### Metal 2, run 1

Drawn at 1.5 px/µm. Cells faint in the background.
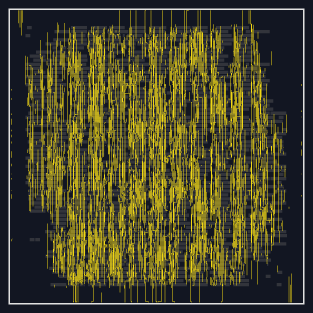
### Sequential cells grouped by signal name, run 1

Drawn at 2 px/µm. Other sequential cells in the stronger gray, the rest of the logic in the fainter gray.
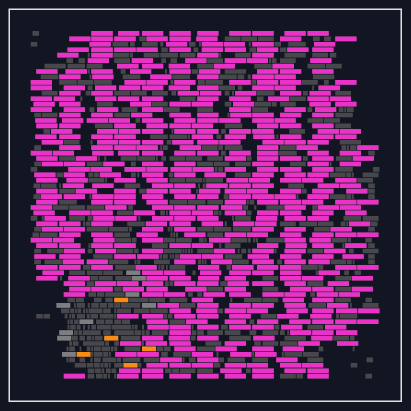
### Zoomed window, run 1

Window x 78 to 118, y 117 to 157 µm. Cells in gray, sequential cells in the stronger gray; small squares are vias.
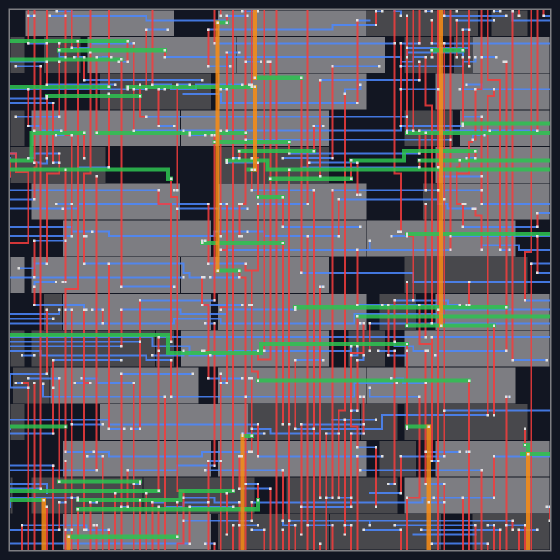
## config.mk

```make
export PLATFORM = sky130hd
export DESIGN_NAME = async_fifo_flat
export DESIGN_NICKNAME = d
export VERILOG_FILES = /design/src/rtl/async_fifo_if.sv /design/src/rtl/async_fifo.sv /design/src/flat_wrapper.sv
export SDC_FILE = /design/constraint.sdc
export NUM_CORES = 1
export LEC_CHECK = 0
export ABC_CLOCK_PERIOD_IN_PS = 6400
export CAP_MARGIN = 20
export CORE_MARGIN = 10
export CORE_UTILIZATION = 65
export DETAILED_ROUTE_END_ITERATION = 16
export GPL_ROUTABILITY_DRIVEN = 0
export GPL_TIMING_DRIVEN = 0
export MAX_ROUTING_LAYER = met4
export PLACE_DENSITY = 0.81
export SYNTH_ARGS = -nofsm -noshare
export SYNTH_HDL_FRONTEND = slang
export SYNTH_SLANG_ARGS = --single-unit
```

## constraint.sdc

```tcl
create_clock -name clk -period 6.4 [get_ports clk]
set_input_delay 1.28 -clock clk [delete_from_list [all_inputs] [get_ports clk]]
set_output_delay 1.28 -clock clk [all_outputs]
set_load 0.02 [all_outputs]
```

## src/rtl/async_fifo_if.sv

```systemverilog
`default_nettype none
// ============================================================================
// Module   : async_fifo_if
// Purpose  : Producer/consumer handshake bundle for the single-clock FIFO.
//            The master side drives requests and write data; the slave side
//            (the FIFO) returns the head word and the flow-control flags.
// Revision : 1.0 - initial release
// ============================================================================
interface async_fifo_if #(
    parameter int DSIZE = 32,
    parameter int ASIZE = 4
);
    // Write side
    logic             winc;
    logic [DSIZE-1:0] wdata;
    logic             wfull;
    logic             awfull;

    // Read side
    logic             rinc;
    logic [DSIZE-1:0] rdata;
    logic             rempty;
    logic             arempty;

    // Producer/consumer view
    modport master (
        output winc,
        output wdata,
        output rinc,
        input  wfull,
        input  awfull,
        input  rdata,
        input  rempty,
        input  arempty
    );

    // FIFO view
    modport slave (
        input  winc,
        input  wdata,
        input  rinc,
        output wfull,
        output awfull,
        output rdata,
        output rempty,
        output arempty
    );
endinterface
`default_nettype wire

```

## src/rtl/async_fifo.sv

```systemverilog
`default_nettype none
// ============================================================================
// Module   : async_fifo
// Purpose  : Single-clock FIFO of 2**ASIZE words of DSIZE bits with a
//            show-ahead read port and full / almost-full / empty /
//            almost-empty flags. Pointers carry one extra wrap bit so full
//            and empty are distinguishable when the index bits match.
// Revision : 1.0 - initial release
// ============================================================================
module async_fifo #(
    parameter int DSIZE = 32,
    parameter int ASIZE = 4
) (
    input  wire logic  clk,
    input  wire logic  rst,
    async_fifo_if.slave fifo
);
    localparam int DEPTH = 1 << ASIZE;

    // Pointer difference that means "one slot left" (DEPTH-1) and "one word"
    localparam logic [ASIZE:0] PTR_ONE     = {{ASIZE{1'b0}}, 1'b1};
    localparam logic [ASIZE:0] AFULL_COUNT = {1'b0, {ASIZE{1'b1}}};

    // Storage; contents are intentionally not reset
    logic [DSIZE-1:0] mem_q [DEPTH];

    logic [ASIZE:0] wptr_q;
    logic [ASIZE:0] wptr_d;
    logic [ASIZE:0] rptr_q;
    logic [ASIZE:0] rptr_d;
    logic [ASIZE:0] count;

    logic           wr_accept;
    logic           rd_accept;
    logic           empty;
    logic           full;

    // Flags come straight from the registered pointers, so they reflect an
    // accepted write/read in the cycle following the edge
    always_comb begin
        count   = wptr_q - rptr_q;
        empty   = (wptr_q == rptr_q);
        full    = (wptr_q[ASIZE] != rptr_q[ASIZE]) &&
                  (wptr_q[ASIZE-1:0] == rptr_q[ASIZE-1:0]);
        // Accept decisions use the pre-edge flags: a full FIFO still pops,
        // an empty FIFO still pushes, so simultaneous requests never deadlock
        wr_accept = fifo.winc && !full;
        rd_accept = fifo.rinc && !empty;
    end

    // Next-state pointers; modulo 2**(ASIZE+1) wrap falls out of the width
    always_comb begin
        wptr_d = wptr_q;
        rptr_d = rptr_q;
        if (wr_accept) begin
            wptr_d = wptr_q + PTR_ONE;
        end
        if (rd_accept) begin
            rptr_d = rptr_q + PTR_ONE;
        end
    end

    // Pointer registers; reset discards everything and overrides requests
    always_ff @(posedge clk) begin
        if (rst) begin
            wptr_q <= '0;
            rptr_q <= '0;
        end else begin
            wptr_q <= wptr_d;
            rptr_q <= rptr_d;
        end
    end

    // Memory write; gated by reset so a write request during reset is lost
    always_ff @(posedge clk) begin
        if (!rst && wr_accept) begin
            mem_q[wptr_q[ASIZE-1:0]] <= fifo.wdata;
        end
    end

    // Show-ahead head word and flag outputs
    always_comb begin
        fifo.rdata   = mem_q[rptr_q[ASIZE-1:0]];
        fifo.rempty  = empty;
        fifo.wfull   = full;
        fifo.awfull  = (count == AFULL_COUNT);
        fifo.arempty = (count == PTR_ONE);
    end

endmodule
`default_nettype wire

```

## src/flat_wrapper.sv

```systemverilog
// flat-port wrapper written by rule: the top's interface ports become plain ports
module async_fifo_flat 
#(
    parameter int DSIZE = 32,
    parameter int ASIZE = 4
)
  (clk, rst, fifo_winc, fifo_wdata, fifo_rinc, fifo_wfull, fifo_awfull, fifo_rdata, fifo_rempty, fifo_arempty);
  async_fifo_if #(.DSIZE(DSIZE), .ASIZE(ASIZE)) fifo_i ();
  input  wire logic clk;
  input  wire logic rst;
  input wire logic [$bits(fifo_i.winc)-1:0] fifo_winc;
  input wire logic [$bits(fifo_i.wdata)-1:0] fifo_wdata;
  input wire logic [$bits(fifo_i.rinc)-1:0] fifo_rinc;
  output wire logic [$bits(fifo_i.wfull)-1:0] fifo_wfull;
  output wire logic [$bits(fifo_i.awfull)-1:0] fifo_awfull;
  output wire logic [$bits(fifo_i.rdata)-1:0] fifo_rdata;
  output wire logic [$bits(fifo_i.rempty)-1:0] fifo_rempty;
  output wire logic [$bits(fifo_i.arempty)-1:0] fifo_arempty;
  assign fifo_i.winc = fifo_winc;
  assign fifo_i.wdata = fifo_wdata;
  assign fifo_i.rinc = fifo_rinc;
  assign fifo_wfull = fifo_i.wfull;
  assign fifo_awfull = fifo_i.awfull;
  assign fifo_rdata = fifo_i.rdata;
  assign fifo_rempty = fifo_i.rempty;
  assign fifo_arempty = fifo_i.arempty;
  async_fifo #(.DSIZE(DSIZE), .ASIZE(ASIZE)) u_core (.clk(clk), .rst(rst), .fifo(fifo_i));
endmodule
```

==> results.txt, run 1 <==
fresh numbers from the pnr run: outcome finished clean, average detailed-routed wire length per instance 31.6 µm, Post-Place Setup Slack 2.42 ns, PwrDens 337 nW/µm², number of cells after detailed placement 1,376, DIE AREA 38,100 µm², final setup TNS 0 ns, type of the setup path with the least slack reg2out, TritonCTS clock tree yes, 1st-iter DRT viols 1,245, reported leakage power 7.24 nW, final hold violation count 0, worst path cell trace buf_2, buf_1, mux4_2, a22oi_1, nand2_1, clkdlybuf4s50_1, number of standard cells in the final layout excluding fillers 1,468, detailed placer's ending HPWL 26,300 µm, width of the die 195 µm, power after layout 0.00788 W, initial antenna violation count 1, mean number of vias per cell 6.87, number of iterations in the first detailed-routing pass 6, area delta synth->final 17.0%, CTS-repair resized insts 0, Cell Type Count 33, Setup-failing EPs final 0, smallest hold slack 0.600 ns, TritonCTS Buffers 49, via count of the first global-routing pass 10,600, cell with the biggest individual delay on the critical path sky130_fd_sc_hd__buf_1, post-CTS setup buffers 0, OpenROAD warning count 29, unrepaired setup endpoints after global routing no, most common logic cell in the routed design sky130_fd_sc_hd__edfxtp_1, nets 1,077, required time worst endpoint 5.12 ns, hold buffer count at CTS 0, vertical extent of the die 195 µm, Max Clock Freq 217 MHz, RR Startpoint u_core.rptr_q[2]$_SDFFE_PP0P_, Final Cell Area 23,400 µm², kind of path behind the tightest hold check reg2reg, transition time of the tightest slew-check pin 0.949 ns, Max Slew Vio Count 0, Top cells excl fill/tap 512 x sky130_fd_sc_hd__edfxtp_1, 128 x sky130_fd_sc_hd__mux4_2, 71 x sky130_fd_sc_hd__clkdlybuf4s50_1, Root Buffer sky130_fd_sc_hd__clkbuf_16, syn_area_per_cell 22.4 µm², GR Util All Layers 25.1%, nature of the critical path endpoint output port, Antenna Violating Nets Remaining 0, most area-hungry cell type in the Yosys netlist sky130_fd_sc_hd__edfxtp_1, area of the core 30,400 µm², Syn Std Cell Area 20,000 µm², area occupied by registers 15,700 µm², Seq share, synth 78.4%, final critical delay including setup and external delays 4.60 ns, count of port buffers added during placement 71, final worst-path setup slack 1.80 ns, EDFF count, synth 512, fill count 1,495, core occupancy in the finished layout 76.8%, warning count from the yosys run 0, max cap viols 0, worst-case clock buffer depth 3, ys async rst share 0%, chip area estimate from yosys synthesis 20,000 µm², sort of element at the start of the critical path register, GRT overflow 0, clk_lat worst skew 0.57 ns, top cell type's share of synthesized area 77.0%, Seq cells post-synth 526, Post-synth area hogs sky130_fd_sc_hd__edfxtp_1 77%, sky130_fd_sc_hd__mux4_2 14%, sky130_fd_sc_hd__a22oi_1 2.4%, first-pass GRT wire length 69,200 µm, Clock transition at path regs 0.07 ns, sinks on the clock net 526, largest fanout on the critical path 10, standard-cell rows 64
-- 'Metal 2' (at the start) --
The layer carries 24.2 mm of wire. The wires run mostly vertical. 1,009 nets have wire on it. The longest straight run is 103 µm. The layer holds 52% of the routed length.
Vias: 10,100
total routed wirelength: 46,400 µm
M2 GR Usage: 41.2%

-- 'Sequential cells grouped by signal name' (at the start) --
Key: orange = u_core.rptr_q [flops 5]; magenta = u_core.mem_q [flops 512, where widely spread]
Another 9 sequential cells are not colored.

-- 'Zoomed window' (at the start) --
Key: blue = M1; orange = M4; red = M2; green = M3
60 logic cells have their middle in the window. Most frequent: edfxtp_1 (33), mux4_2 (11), a22oi_1 (5). Netlist names of flops here include u_core.mem_q (33). Sequential cells in the window: 33.

run 1: registers in the layout, summed over array words and instances, names as in the netlist, named ones only:
| signal | count |
|---|---|
| u_core.mem_q | 512 |
| u_core.rptr_q | 5 |
| u_core.wptr_q | 5 |
run 1: Yosys cell counts, types with 4 or more instances:
| library cell | n |
|---|---|
| sky130_fd_sc_hd__nor2b_1 | 4 |
| sky130_fd_sc_hd__ha_1 | 9 |
| sky130_fd_sc_hd__edfxtp_1 | 512 |
| sky130_fd_sc_hd__buf_4 | 9 |
| sky130_fd_sc_hd__clkbuf_1 | 18 |
| sky130_fd_sc_hd__o21ai_0 | 6 |
| sky130_fd_sc_hd__buf_1 | 9 |
| sky130_fd_sc_hd__nand2_1 | 37 |
| sky130_fd_sc_hd__inv_1 | 7 |
| sky130_fd_sc_hd__xor2_1 | 6 |
| sky130_fd_sc_hd__dfxtp_1 | 14 |
| sky130_fd_sc_hd__mux4_2 | 128 |
| sky130_fd_sc_hd__buf_2 | 8 |
| sky130_fd_sc_hd__nor2_1 | 29 |
| sky130_fd_sc_hd__a22oi_1 | 64 |
run 1: per-layer routing:
metal	up-vias	track usage [%]	share of wire, %
met5	-	-	0
li1	4053	-	-
met2	640	41.2	52
met1	5293	32.5	37
met3	96	3.75	8.7
met4	0	7.10	2.1
run 1: cell families (layout without fill, tap and decap cells):
| logic type | after synthesis | after routing | synth area share, % |
|---|---|---|---|
| XOR/XNOR | 10 | 10 | 0.476 |
| other | 0 | 1 | 0 |
| adder cells (fa/ha/maj) | 10 | 10 | 0.664 |
| multiplexers | 130 | 130 | 14.5 |
| AND-OR/OR-AND | 80 | 80 | 2.91 |
| flip-flops | 526 | 526 | 78.4 |
| buffers and inverters | 51 | 229 | 1.18 |
| AND/OR/NAND/NOR | 86 | 86 | 1.88 |
run 1: power by group:
part | switching (W) | internal (W) | leakage, nW | total (W)
Clock | 0.00123 | 0.00179 | 0.815 | 0.00303
Combinational | 0.000530 | 0.000504 | 1.70 | 0.00103
Sequential | 0.0000140 | 0.00381 | 4.73 | 0.00382
run 1: critical path, delay by kind of cell (launching register included):
kind	cells	cell delay, ns
compound gates	1	0.34
mux	1	0.41
buf+inv	3	1.55
simple gates	1	0.14
flops	1	0.33
run 1: path summary, 6_finish.rpt:
check	to	slack, ns	cells after the start
max	fifo_rdata[16]	1.80	6
max reg2reg	u_core.mem_q[2][7]$_DFFE_PP_	3.20	8
min reg2reg	u_core.wptr_q[1]$_SDFFE_PP0P_	0.60	2
min	u_core.wptr_q[1]$_SDFFE_PP0P_	0.60	2
run 1: cell type report:
type,instances,share of cell area [%]
Antenna cell,1,0.0107
Buffer,44,0.894
Clock buffer,59,5.50
Clock inverter,32,1.64
Inverter,7,0.112
Multi-Input combinational cell,316,18.0
Sequential cell,526,67.0
Tap cell,396,2.12
Timing Repair Buffer,87,4.76
### Selected gate families, run 1

Drawn at 2 px/µm.
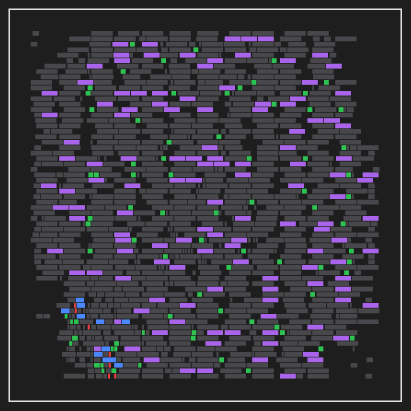

==> run 1 -> run 2 <==
Settings changed: ABC_CLOCK_PERIOD_IN_PS 6400 to 4400, CORE_UTILIZATION 65 to 60, PLACE_DENSITY 0.81 to 0.75.
Clock period 6.4 ns to 4.4 ns, I/O delays scaled along.
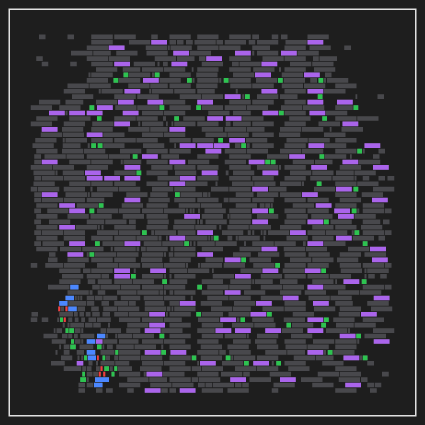
*Selected gate families, run 2*
Drawn at 2 px/µm.
Key: red = inv cells [cells 7, most used inv_1, where bottom left]; purple = mux cells [cells 130, most used mux4_2, where widely spread]; blue = fa/ha/maj cells [cells 10, most used ha_1, where bottom left]; green = aoi and oai cells [cells 78, most used a22oi_1, where widely spread]
most common logic cell in the routed design: sky130_fd_sc_hd__edfxtp_1
Comb area share: 18.1%

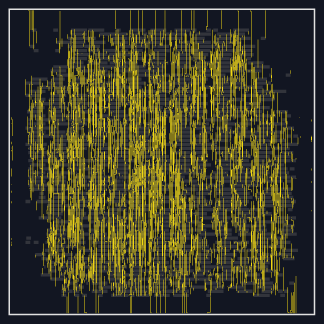
*Metal 2, run 2*
Drawn at 1.5 px/µm. Cells faint in the background.
The layer holds 52% of the routed length. 984 nets have wire on it. The longest straight run is 70.7 µm. The layer carries 22.6 mm of wire.
Vias: 9,770
M2 GR Usage: 36.1%
total routed wirelength: 43,700 µm

==> results.txt, run 2 <==
fresh numbers from the pnr run: outcome finished clean (unchanged), final setup TNS 0 ns (unchanged), reported leakage power 7.13 nW (was 7.24 nW), post-CTS setup buffers 0 (unchanged), Antenna Violating Nets Remaining 0 (unchanged), GRT overflow 0 (unchanged), warning count from the yosys run 0 (unchanged), kind of path behind the tightest hold check reg2reg (unchanged), final hold violation count 0 (unchanged), Seq share, synth 78.4% (unchanged), syn_area_per_cell 22.4 µm² (unchanged), standard-cell rows 66 (was 64), 1st-iter DRT viols 1,296 (was 1,245), mean number of vias per cell 6.47 (was 6.87), Max Clock Freq 233 MHz, Setup-failing EPs final 0 (unchanged), combinational family with the most area after synthesis multiplexers (unchanged), number of buffers and inverters on the critical path 3 (unchanged), GR Util All Layers 22.2% (was 25.1%), top cell type's share of synthesized area 77.0% (unchanged), most frequent cells after synthesis 512 x sky130_fd_sc_hd__edfxtp_1, 128 x sky130_fd_sc_hd__mux4_2, 64 x sky130_fd_sc_hd__a22oi_1 (unchanged), most area-hungry cell type in the Yosys netlist sky130_fd_sc_hd__edfxtp_1 (unchanged), largest fanout on the critical path 10 (unchanged), Top cells excl fill/tap 512 x sky130_fd_sc_hd__edfxtp_1, 128 x sky130_fd_sc_hd__mux4_2, 71 x sky130_fd_sc_hd__clkdlybuf4s50_1 (unchanged), Root Buffer sky130_fd_sc_hd__clkbuf_16 (unchanged), hold buffer count at CTS 0 (unchanged), ys async rst share 0% (unchanged), width of the die 202 µm (was 195 µm), post-synthesis mux area share 14.5% (unchanged), TritonCTS clock tree yes (unchanged), sort of element at the start of the critical path register (unchanged), count of port buffers added during placement 71 (unchanged), OpenROAD warning count 29 (unchanged), clk_lat worst skew 0.57 ns (about the same), PwrDens 471 nW/µm² (was 337 nW/µm²), number of iterations in the first detailed-routing pass 5 (was 6), DIE AREA 41,000 µm² (was 38,100 µm²), category of cells accounting for the largest share of critical-path delay buffers and inverters (unchanged), average detailed-routed wire length per instance 28.9 µm (was 31.6 µm), final critical delay including setup and external delays 4.29 ns, area of the core 32,700 µm² (was 30,400 µm²), fill count 1,920 (was 1,495)
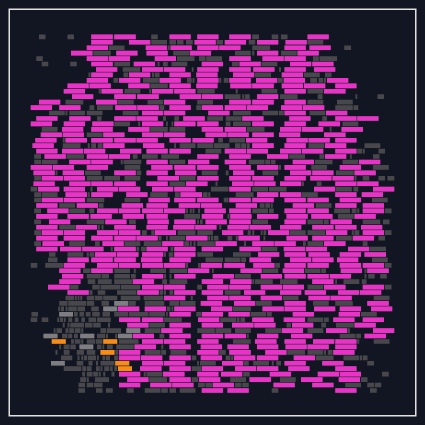
*Sequential cells grouped by signal name, run 2*
Drawn at 2 px/µm. Other sequential cells in the stronger gray, the rest of the logic in the fainter gray.
Key: magenta = u_core.mem_q [flops 512, where widely spread]; orange = u_core.rptr_q [flops 5, where bottom left]
Sequential Power: 0.00556 W
core occupancy in the finished layout: 71.0%
area occupied by registers: 15,700 µm²

[run 2: netlist changes by cell type in the layout (fill, tap and decap cells not counted), moves of 2 or more]
cell,change
sky130_fd_sc_hd__bufinv_16,-9
sky130_fd_sc_hd__clkbuf_1,+5
sky130_fd_sc_hd__clkinv_2,-5
sky130_fd_sc_hd__clkbuf_8,+3
sky130_fd_sc_hd__buf_12,+3
sky130_fd_sc_hd__buf_16,-3
sky130_fd_sc_hd__inv_6,+2
[run 2: routing by layer]
| metal | routed length, µm | vias up | GRT usage (%) |
|---|---|---|---|
| met5 | 0 | - | - |
| met4 | 740 | 0 | 5.73 |
| met3 | 3180 | 65 | 3.49 |
| met2 | 22600 | 477 | 36.1 |
| met1 | 17200 | 5179 | 29.4 |
| li1 | - | 4049 | - |
[run 2: where the power goes]
| part | internal [W] | switching (W) | leakage [nW] |
|---|---|---|---|
| logic | 0.000732 | 0.000748 | 1.69 |
| registers | 0.00554 | 0.0000199 | 4.73 |
| clock network | 0.00217 | 0.00172 | 0.715 |
| total | 0.00844 | 0.00249 | 7.13 |
[run 2: logic make-up (layout without fill, tap and decap cells)]
group,after synthesis,in the layout
mux,130,130
buf+inv,51,224
other cells,0,1
fa+ha+maj,10,10
compound gates,80,80
simple gates,86,86
xor+xnor,10,10
flops,526,526
[run 2: per-stage QoR]
step / instances / setup WS, ns / util [%] / area [µm²] / power (W)
3_5_place_dp: 1422 / 0.837 / 66.5 / 21700 / 0.00715
4_1_cts: 1508 / 0.103 / 70.9 / 23200 / 0.0110
3_3_place_gp: 1406 / -0.787 / 65.0 / 21200 / 0.00711
5_1_grt: 1509 / 0.00658 / 71.0 / 23200 / 0.0113
2_1_floorplan: 893 / 0.932 / - / 20000 / 0.00664
6_report: 1509 / 0.112 / 71.0 / 23200 / 0.0109
[run 2: final timing paths]
kind	cells past startpoint	endpoint	startpoint	slack, ns
hold reg to reg	2	register	u_core.rptr_q[3]$_SDFFE_PP0P_	0.55
setup / recovery	6	fifo_rdata[0]	register	0.11
setup reg to reg	8	u_core.mem_q[0][15]$_DFFE_PP_	u_core.wptr_q[0]$_SDFFE_PP0P_	1.18
hold / removal	2	register	u_core.rptr_q[3]$_SDFFE_PP0P_	0.55
[run 2: area by class of cell]
class,count,area share (%)
buffer,44,0.901
tap,442,2.38
sequential,526,67.5
antenna,1,0.0108
inverter,7,0.113
timing repair buffer,87,4.70
multi-input combinational,316,18.1
clock buffer,68,5.90
clock inverter,18,0.388
[run 2: worst reg2reg max path: stages, from the launching register on]
cell and delay, ns:
sky130_fd_sc_hd__dfxtp_1 0.39, sky130_fd_sc_hd__inv_1 0.14, sky130_fd_sc_hd__ha_1 0.33, sky130_fd_sc_hd__nand4_1 0.29, sky130_fd_sc_hd__nand2b_1 0.29, sky130_fd_sc_hd__inv_1 0.10
sky130_fd_sc_hd__or3_1 0.49, sky130_fd_sc_hd__nor2_4 0.61, sky130_fd_sc_hd__buf_16 0.25
No activity file was given, so power comes from the tool's default toggle rates.
